[src/rtl/spi_frame_rx_pkg.sv]
`default_nettype none
// ============================================================================
// Module   : spi_frame_pkg
// Purpose  : Shared types and constants for the SPI frame receiver: FSM state
//            encoding, frame length and the bit positions of the rw, address
//            and data fields inside a 16-bit frame.
// Revision : 1.0 - initial release
// ============================================================================
package spi_frame_pkg;

    // Frame layout: [15] rw, [14:8] address, [7:0] data, MSB shifted first.
    localparam int FRAME_BITS = 16;
    localparam int RW_BIT     = 15;
    localparam int ADDR_MSB   = 14;
    localparam int ADDR_LSB   = 8;
    localparam int CNT_W      = 5;

    typedef enum logic [1:0] {
        IDLE    = 2'd0,
        SHIFT   = 2'd1,
        OVERRUN = 2'd2,
        EMIT    = 2'd3
    } state_t;

endpackage : spi_frame_pkg
`default_nettype wire

[src/rtl/spi_frame_rx_if.sv]
`default_nettype none
// ============================================================================
// Module   : spi_frame_rx_if
// Purpose  : Bundles the raw SPI pins and the decoded-frame strobe.
//            slave  : receiver side (pins in, frame out)
//            master : driver/consumer side (pins out, frame in)
// Signals  : sclk, copi, ncs (raw, asynchronous), frame_valid, frame_rw,
//            frame_addr[ADDR_W], frame_data[DATA_W], and frame_err when
//            SPI_FRAME_ERR_EN is defined.
// Revision : 1.0 - initial release
// ============================================================================
interface spi_frame_rx_if #(
    parameter int ADDR_W = 7,
    parameter int DATA_W = 8
);
    logic              sclk;
    logic              copi;
    logic              ncs;
    logic              frame_valid;
    logic              frame_rw;
    logic [ADDR_W-1:0] frame_addr;
    logic [DATA_W-1:0] frame_data;
`ifdef SPI_FRAME_ERR_EN
    logic              frame_err;

    modport slave  (input  sclk, copi, ncs,
                    output frame_valid, frame_rw, frame_addr, frame_data, frame_err);
    modport master (output sclk, copi, ncs,
                    input  frame_valid, frame_rw, frame_addr, frame_data, frame_err);
`else
    modport slave  (input  sclk, copi, ncs,
                    output frame_valid, frame_rw, frame_addr, frame_data);
    modport master (output sclk, copi, ncs,
                    input  frame_valid, frame_rw, frame_addr, frame_data);
`endif
endinterface : spi_frame_rx_if
`default_nettype wire

[src/rtl/spi_pin_sync.sv]
`default_nettype none
// ============================================================================
// Module   : spi_pin_sync
// Purpose  : STAGES-deep synchroniser for one asynchronous pin, followed by a
//            previous-value flop used for edge detection.
// Ports    : clk, rst   - clock, synchronous active-high reset
//            i_pin      - raw asynchronous input
//            o_sync     - synchronised level
//            o_rise     - one-cycle pulse on a synchronised 0->1
//            o_fall     - one-cycle pulse on a synchronised 1->0
// Revision : 1.0 - initial release
// ============================================================================
module spi_pin_sync #(
    parameter int   STAGES  = 2,
    parameter logic RST_VAL = 1'b0
) (
    input  wire logic clk,
    input  wire logic rst,
    input  wire logic i_pin,
    output logic      o_sync,
    output logic      o_rise,
    output logic      o_fall
);
    logic [STAGES-1:0] r_stage;
    logic              r_prev;

    always_ff @(posedge clk) begin
        if (rst) begin
            r_stage <= {STAGES{RST_VAL}};
            r_prev  <= RST_VAL;
        end else begin
            r_stage <= {r_stage[STAGES-2:0], i_pin};
            r_prev  <= r_stage[STAGES-1];
        end
    end

    assign o_sync = r_stage[STAGES-1];
    assign o_rise = r_stage[STAGES-1] & ~r_prev;
    assign o_fall = ~r_stage[STAGES-1] & r_prev;

endmodule : spi_pin_sync
`default_nettype wire

[src/rtl/spi_frame_rx.sv]
`default_nettype none
// ============================================================================
// Module   : spi_frame_rx
// Purpose  : SPI mode-0 frame receiver. Synchronises SCLK/COPI/nCS into clk,
//            shifts 16-bit frames MSB first and strobes {rw, addr, data} for
//            one cycle per well-formed frame. Short (underrun) and long
//            (overrun) frames are discarded.
// Ports    : clk, rst - clock, synchronous active-high reset
//            bus      - spi_frame_rx_if.slave (pins in, frame strobe out)
// Options  : SPI_FRAME_ERR_EN - adds bus.frame_err, a one-cycle pulse per
//            discarded frame, timed like frame_valid.
// Revision : 1.0 - initial release
// ============================================================================
module spi_frame_rx
    import spi_frame_pkg::*;
#(
    parameter int SYNC_STAGES = 2,
    parameter int ADDR_W      = 7,
    parameter int DATA_W      = 8
) (
    input  wire logic      clk,
    input  wire logic      rst,
    spi_frame_rx_if.slave  bus
);
    // A chip-select fall only opens a frame after nCS has been seen high for
    // the minimum legal high time. This rejects the artificial fall produced
    // when the reset value (1) drains out of the nCS chain while the pin is
    // still low, so a frame interrupted by reset is never resumed.
    localparam logic [2:0] c_NCS_HI_MIN = 3'(SYNC_STAGES + 1);

    logic w_sclk_rise, w_sclk_sync, w_sclk_fall;
    logic w_copi_sync, w_copi_rise, w_copi_fall;
    logic w_ncs_sync,  w_ncs_rise,  w_ncs_fall;
    logic w_unused_edges;

    spi_pin_sync #(.STAGES(SYNC_STAGES), .RST_VAL(1'b0)) u_sync_sclk (
        .clk(clk), .rst(rst), .i_pin(bus.sclk),
        .o_sync(w_sclk_sync), .o_rise(w_sclk_rise), .o_fall(w_sclk_fall)
    );
    spi_pin_sync #(.STAGES(SYNC_STAGES), .RST_VAL(1'b0)) u_sync_copi (
        .clk(clk), .rst(rst), .i_pin(bus.copi),
        .o_sync(w_copi_sync), .o_rise(w_copi_rise), .o_fall(w_copi_fall)
    );
    spi_pin_sync #(.STAGES(SYNC_STAGES), .RST_VAL(1'b1)) u_sync_ncs (
        .clk(clk), .rst(rst), .i_pin(bus.ncs),
        .o_sync(w_ncs_sync), .o_rise(w_ncs_rise), .o_fall(w_ncs_fall)
    );

    assign w_unused_edges = w_sclk_sync ^ w_sclk_fall ^ w_copi_rise ^ w_copi_fall;

    state_t                r_state;
    logic [CNT_W-1:0]      r_cnt;
    logic [FRAME_BITS-1:0] r_shift;
    logic [2:0]            r_ncs_hi_cnt;
    logic                  r_valid;
    logic                  r_rw;
    logic [ADDR_W-1:0]     r_addr;
    logic [DATA_W-1:0]     r_data;
`ifdef SPI_FRAME_ERR_EN
    logic                  r_err_pend;
    logic                  r_err;
`endif

    always_ff @(posedge clk) begin
        if (rst) begin
            r_state      <= IDLE;
            r_cnt        <= '0;
            r_shift      <= '0;
            r_ncs_hi_cnt <= '0;
            r_valid      <= 1'b0;
            r_rw         <= 1'b0;
            r_addr       <= '0;
            r_data       <= '0;
`ifdef SPI_FRAME_ERR_EN
            r_err_pend   <= 1'b0;
            r_err        <= 1'b0;
`endif
        end else begin
            r_valid <= 1'b0;
`ifdef SPI_FRAME_ERR_EN
            // Discard is decided on the ncs_rise cycle; the extra flop lines
            // the error pulse up with where frame_valid would have appeared.
            r_err_pend <= 1'b0;
            r_err      <= r_err_pend;
`endif
            if (!w_ncs_sync) begin
                r_ncs_hi_cnt <= '0;
            end else if (r_ncs_hi_cnt != c_NCS_HI_MIN) begin
                r_ncs_hi_cnt <= r_ncs_hi_cnt + 3'd1;
            end

            case (r_state)
                IDLE: begin
                    // Any SCLK edge coincident with the fall is ignored here.
                    if (w_ncs_fall && (r_ncs_hi_cnt == c_NCS_HI_MIN)) begin
                        r_cnt   <= '0;
                        r_shift <= '0;
                        r_state <= SHIFT;
                    end
                end
                SHIFT: begin
                    // ncs_rise wins over a coincident sclk_rise: that edge is dropped.
                    if (w_ncs_rise) begin
                        if (r_cnt == CNT_W'(FRAME_BITS)) begin
                            r_state <= EMIT;
                        end else begin
                            r_state <= IDLE;
`ifdef SPI_FRAME_ERR_EN
                            r_err_pend <= 1'b1;
`endif
                        end
                    end else if (w_sclk_rise && !w_ncs_sync) begin
                        if (r_cnt == CNT_W'(FRAME_BITS)) begin
                            r_state <= OVERRUN;
                        end else begin
                            r_shift <= {r_shift[FRAME_BITS-2:0], w_copi_sync};
                            r_cnt   <= r_cnt + CNT_W'(1);
                        end
                    end
                end
                OVERRUN: begin
                    if (w_ncs_rise) begin
                        r_state <= IDLE;
`ifdef SPI_FRAME_ERR_EN
                        r_err_pend <= 1'b1;
`endif
                    end
                end
                EMIT: begin
                    r_valid <= 1'b1;
                    r_rw    <= r_shift[RW_BIT];
                    r_addr  <= r_shift[ADDR_MSB:ADDR_LSB];
                    r_data  <= r_shift[DATA_W-1:0];
                    r_state <= IDLE;
                end
                default: r_state <= IDLE;
            endcase
        end
    end

    assign bus.frame_valid = r_valid;
    assign bus.frame_rw    = r_rw;
    assign bus.frame_addr  = r_addr;
    assign bus.frame_data  = r_data;
`ifdef SPI_FRAME_ERR_EN
    assign bus.frame_err   = r_err;
`endif

endmodule : spi_frame_rx
`default_nettype wire
[src/flat_wrapper.sv]
// flat-port wrapper written by rule: the top's interface ports become plain ports
module spi_frame_rx_flat import spi_frame_pkg::*;
#(
    parameter int SYNC_STAGES = 2,
    parameter int ADDR_W      = 7,
    parameter int DATA_W      = 8
)
  (clk, rst, bus_sclk, bus_copi, bus_ncs, bus_frame_valid, bus_frame_rw, bus_frame_addr, bus_frame_data);
  spi_frame_rx_if #(.ADDR_W(ADDR_W), .DATA_W(DATA_W)) bus_i ();
  input  wire logic clk;
  input  wire logic rst;
  input wire logic [$bits(bus_i.sclk)-1:0] bus_sclk;
  input wire logic [$bits(bus_i.copi)-1:0] bus_copi;
  input wire logic [$bits(bus_i.ncs)-1:0] bus_ncs;
  output wire logic [$bits(bus_i.frame_valid)-1:0] bus_frame_valid;
  output wire logic [$bits(bus_i.frame_rw)-1:0] bus_frame_rw;
  output wire logic [$bits(bus_i.frame_addr)-1:0] bus_frame_addr;
  output wire logic [$bits(bus_i.frame_data)-1:0] bus_frame_data;
  assign bus_i.sclk = bus_sclk;
  assign bus_i.copi = bus_copi;
  assign bus_i.ncs = bus_ncs;
  assign bus_frame_valid = bus_i.frame_valid;
  assign bus_frame_rw = bus_i.frame_rw;
  assign bus_frame_addr = bus_i.frame_addr;
  assign bus_frame_data = bus_i.frame_data;
  spi_frame_rx #(.SYNC_STAGES(SYNC_STAGES), .ADDR_W(ADDR_W), .DATA_W(DATA_W)) u_core (.clk(clk), .rst(rst), .bus(bus_i));
endmodule
[config.mk]
export PLATFORM = sky130hd
export DESIGN_NAME = spi_frame_rx_flat
export DESIGN_NICKNAME = d
export VERILOG_FILES = /design/src/rtl/spi_frame_rx_pkg.sv /design/src/rtl/spi_frame_rx_if.sv /design/src/rtl/spi_pin_sync.sv /design/src/rtl/spi_frame_rx.sv /design/src/flat_wrapper.sv
export SDC_FILE = /design/constraint.sdc
export NUM_CORES = 1
export LEC_CHECK = 0
export ABC_AREA = 1
export CORE_MARGIN = 4
export CORE_UTILIZATION = 50
export CTS_BUF_LIST = sky130_fd_sc_hd__clkbuf_16
export CTS_CLUSTER_DIAMETER = 120
export CTS_CLUSTER_SIZE = 16
export DETAILED_ROUTE_END_ITERATION = 10
export GPL_TIMING_DRIVEN = 0
export PLACE_DENSITY_LB_ADDON = 0.08
export SLEW_MARGIN = 20
export SYNTH_ARGS = -nofsm -noshare
export SYNTH_HDL_FRONTEND = slang
export SYNTH_HIERARCHICAL = 1
export SYNTH_SLANG_ARGS = --single-unit
[constraint.sdc]
create_clock -name clk -period 1.65 [get_ports clk]
set_clock_uncertainty 0.15 [all_clocks]
set_input_delay 0.33 -clock clk [delete_from_list [all_inputs] [get_ports clk]]
set_output_delay 0.33 -clock clk [all_outputs]
set_load 0.01 [all_outputs]
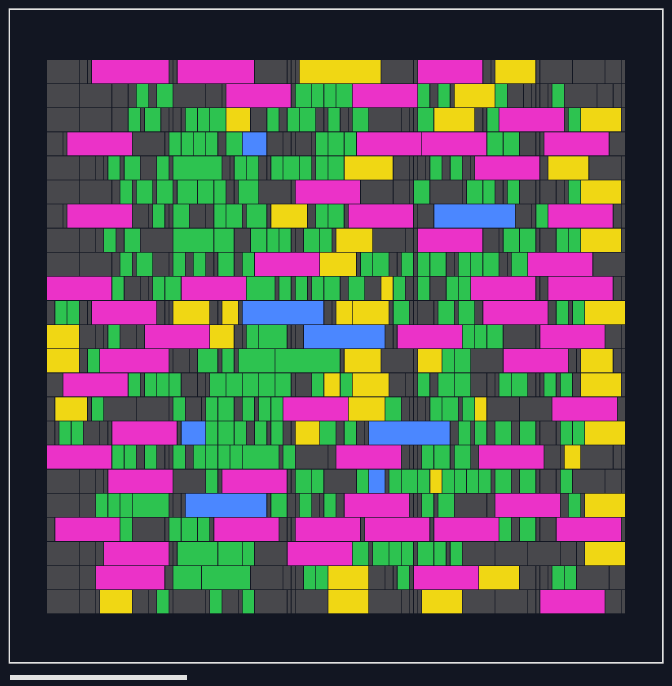
Figure 1: run 1, cells coloured by class.
Bar = 20 µm. Fill, decap, tap and diode cells in grey.
Key: clock drivers and dummy loads = blue [cells 8, share of their area 5.4%]; flip-flops = magenta [cells 51, share of their area 38%]; other buffers and delay cells = yellow [cells 42, share of their area 16%]; all other logic = green [cells 234, share of their area 40%]

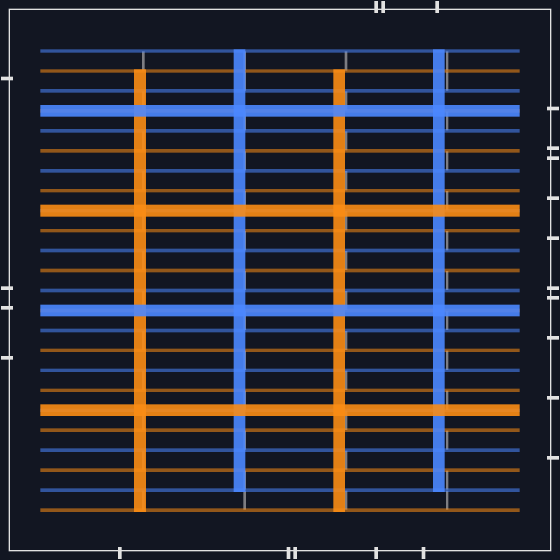
Figure 2: run 1, supply network.
Pins as bars on the die edge. Tap cells in grey.
Key: VDD = blue; VSS = orange
24 met1 rails follow the rows. The core has 23 rows.

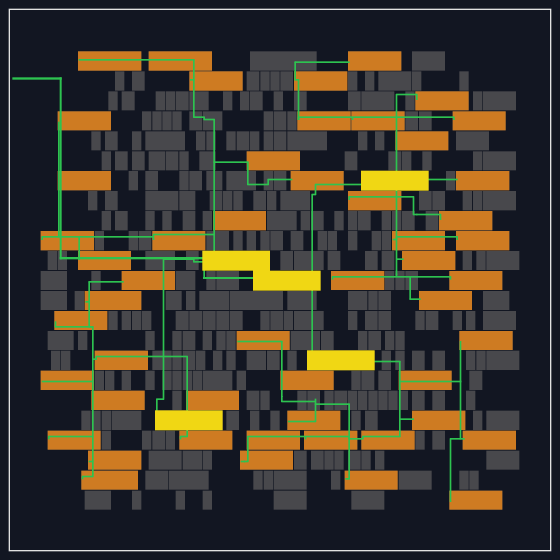
Figure 3: run 1, routed clock nets over the placement.
Key: clock wires = green [length 559 µm]; cells driving clock nets = yellow [count 5]; flip-flops = orange [count 51]
There are 6 routed clock nets. Position of the flops: spread over the die.

## run 1: cell usage in the layout, fill, tap and decap left out, drive strengths merged
master / count
xor2: 1
buf: 16
a211oi: 1
clkbuf: 10
nand3: 27
nand2: 61
xnor2: 1
inv: 24
clkdlybuf4s50: 4
nand4: 2
ha: 4
o21ai: 18
a21oi: 25
clkinv: 2
clkinvlp: 2
dfxtp: 51
dlymetal6s2s: 16
nor2: 69
clkdlybuf4s15: 1
## run 1: layer usage
| layer | track usage | wire length (µm) | up-vias |
|---|---|---|---|
| met5 | 0 | 0 | - |
| met4 | 0.05433 | 24 | 0 |
| met3 | 0.04104 | 206 | 2 |
| met2 | 0.2923 | 2114 | 37 |
| met1 | 0.2066 | 2053 | 875 |
| li1 | - | - | 1015 |
==> results.toml, run 1 <==
# flow metrics
[outcome]
status = "finished, final reports clean"

[worst_setup_path]
path_cells = "clkdlybuf4s50_1"

[timing]
timing.fmax_ghz = 0.6285
hold_viol_final = 0
whs_ns = 0.2565
final-setup-viol-count = 0
relSlewSlack = 0.6915

[cells_and_area]
inverters = 25
area_delta_synth_final_pct = 28.16
top_register = "u_core/r_shift"
comb_share = 0.3559
largest_cell_class = "sequential cells"
seq_area_mm2 = 0.001031

[clock_network]
post-cts-setup-buffer-count = 0
clk_pin_slew_ns = 0.07

[power]
power.internal_mw = 2.334
p_seq_frac = 0.444
combinationalPowerShare = 0.260

[detailed_routing]
vias = 1929
wire_per_inst_um = 11.42

[place]
hpwl_um = 2895
gp_congestion = 0.8195

[global_route]
grt-ovfl-total = 0

[hold_path]
hold_path_depth = 2
## Run 2: what changed since run 1
GPL_TIMING_DRIVEN = default   (was 0)
PLACE_DENSITY_LB_ADDON = 0.05   (was 0.08)
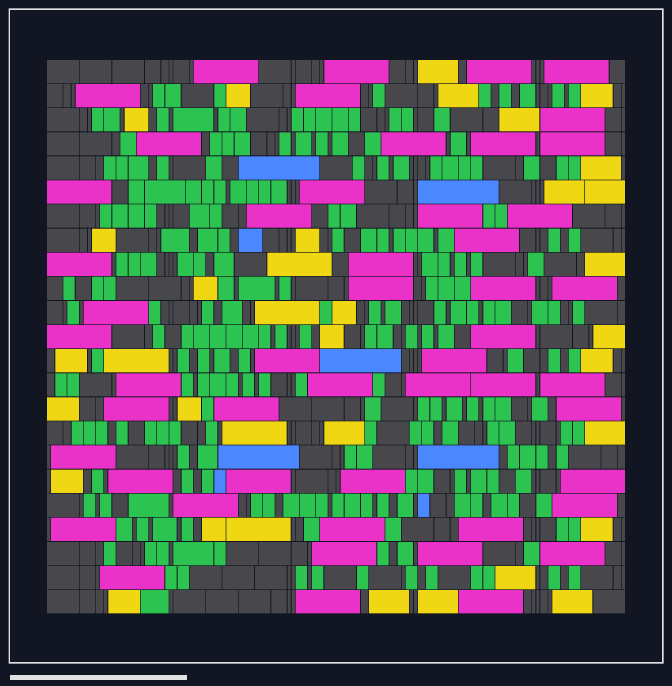
Figure 4: run 2, cells coloured by class.
Bar = 20 µm. Fill, decap, tap and diode cells in grey.
Key: clock drivers and dummy loads = blue [cells 8, share of their area 5.4%]; all other logic = green [cells 234, share of their area 40%]; flip-flops = magenta [cells 51, share of their area 39%]; other buffers and delay cells = yellow [cells 35, share of their area 16%]

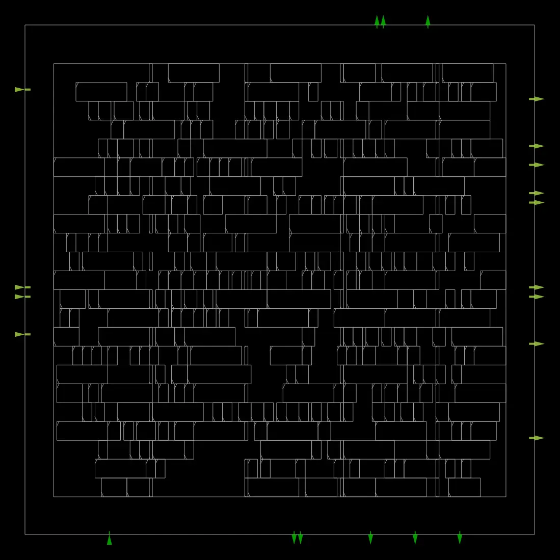
Figure 5: run 2, cell outlines without signal wires.
sequential cell area share: 0.3822
core area: 0.004086 mm²

==> run 2 against run 1 <==
Against the previous run: design area decreased by 3.1%; clock power decreased by 2%; via count decreased by 4.6%; synthesized area unchanged.
==> results.toml, run 2 <==
# flow metrics
[outcome]
status = "finished, final reports clean"

[timing]
relSlewSlack = 0.6386
timing.fmax_ghz = 0.6179
fin_crit_sh = 0.9809
final-setup-viol-count = 0
hold_viol_final = 0

[global_route]
grt_max_degree = 38
gr-usage-met2 = 0.2677
use_met3 = 0.04788
busiest_layer = "met2"
grt-ovfl-total = 0
grtUsageMet1 = 0.2012

[floorplan]
fp.dieW_um = 73.59

[place]
hpwl_um = 2588
gp_congestion = 0.6947

[detailed_routing]
wl_met2_um = 1898
vias = 1841
wl_met3_um = 181
wire_per_inst_um = 10.73

[cells_and_area]
top_register = "u_core/r_shift"
mostFrequentLayoutCell = "nor2_1"
final_cell_mix = "68 x nor2_1, 57 x nand2_1, 51 x dfxtp_1"
area_delta_synth_final_pct = 24.20
largest_reg_flops = 16

[logic_synthesis]
syn_area_mm2 = 0.002151

[worst_setup_path]
r2r_start = "u_core/r_ncs_hi_cnt[0]"
path_cells = "clkdlybuf4s50_1"
slowest_stage = "clkdlybuf4s50_1"

[hold_path]
hold_path_depth = 2

[run]
warning_count = 27

[power]
combinationalPowerShare = 0.245
power.internal_mw = 2.286

[clock_network]
clk_pin_slew_ns = 0.06
run 2: through the flow:
step	setup slack (ns)	cell area [µm²]	utilization	total power, mW
2_1_floorplan	0.1498	2151	-	2.068
3_3_place_gp	0.09523	2496	0.6108	2.281
3_5_place_dp	0.04097	2496	0.6108	2.295
4_1_cts	0.005407	2636	0.6451	3.273
5_1_grt	0.001034	2671	0.6537	3.438
6_report	0.03151	2671	0.6537	3.252
run 2: cell type report:
class,instances,area [µm²],share of cell area
inverters,25,93.84,0.03513
multi-input cells,209,943.4,0.3532
flip-flops and latches,51,1021,0.3822
clock inverters,3,15.01,0.005621
well taps,50,62.56,0.02342
repair buffers,35,410.4,0.1536
clock buffers,5,125.1,0.04684
run 2: what timing repair did:
item / in CTS / in global routing
hold endpoints to repair: 0 / 0
resized: 0 / 14
endpoints found under the setup margin: 0 / 22
Power and IR drop assume default switching activity.
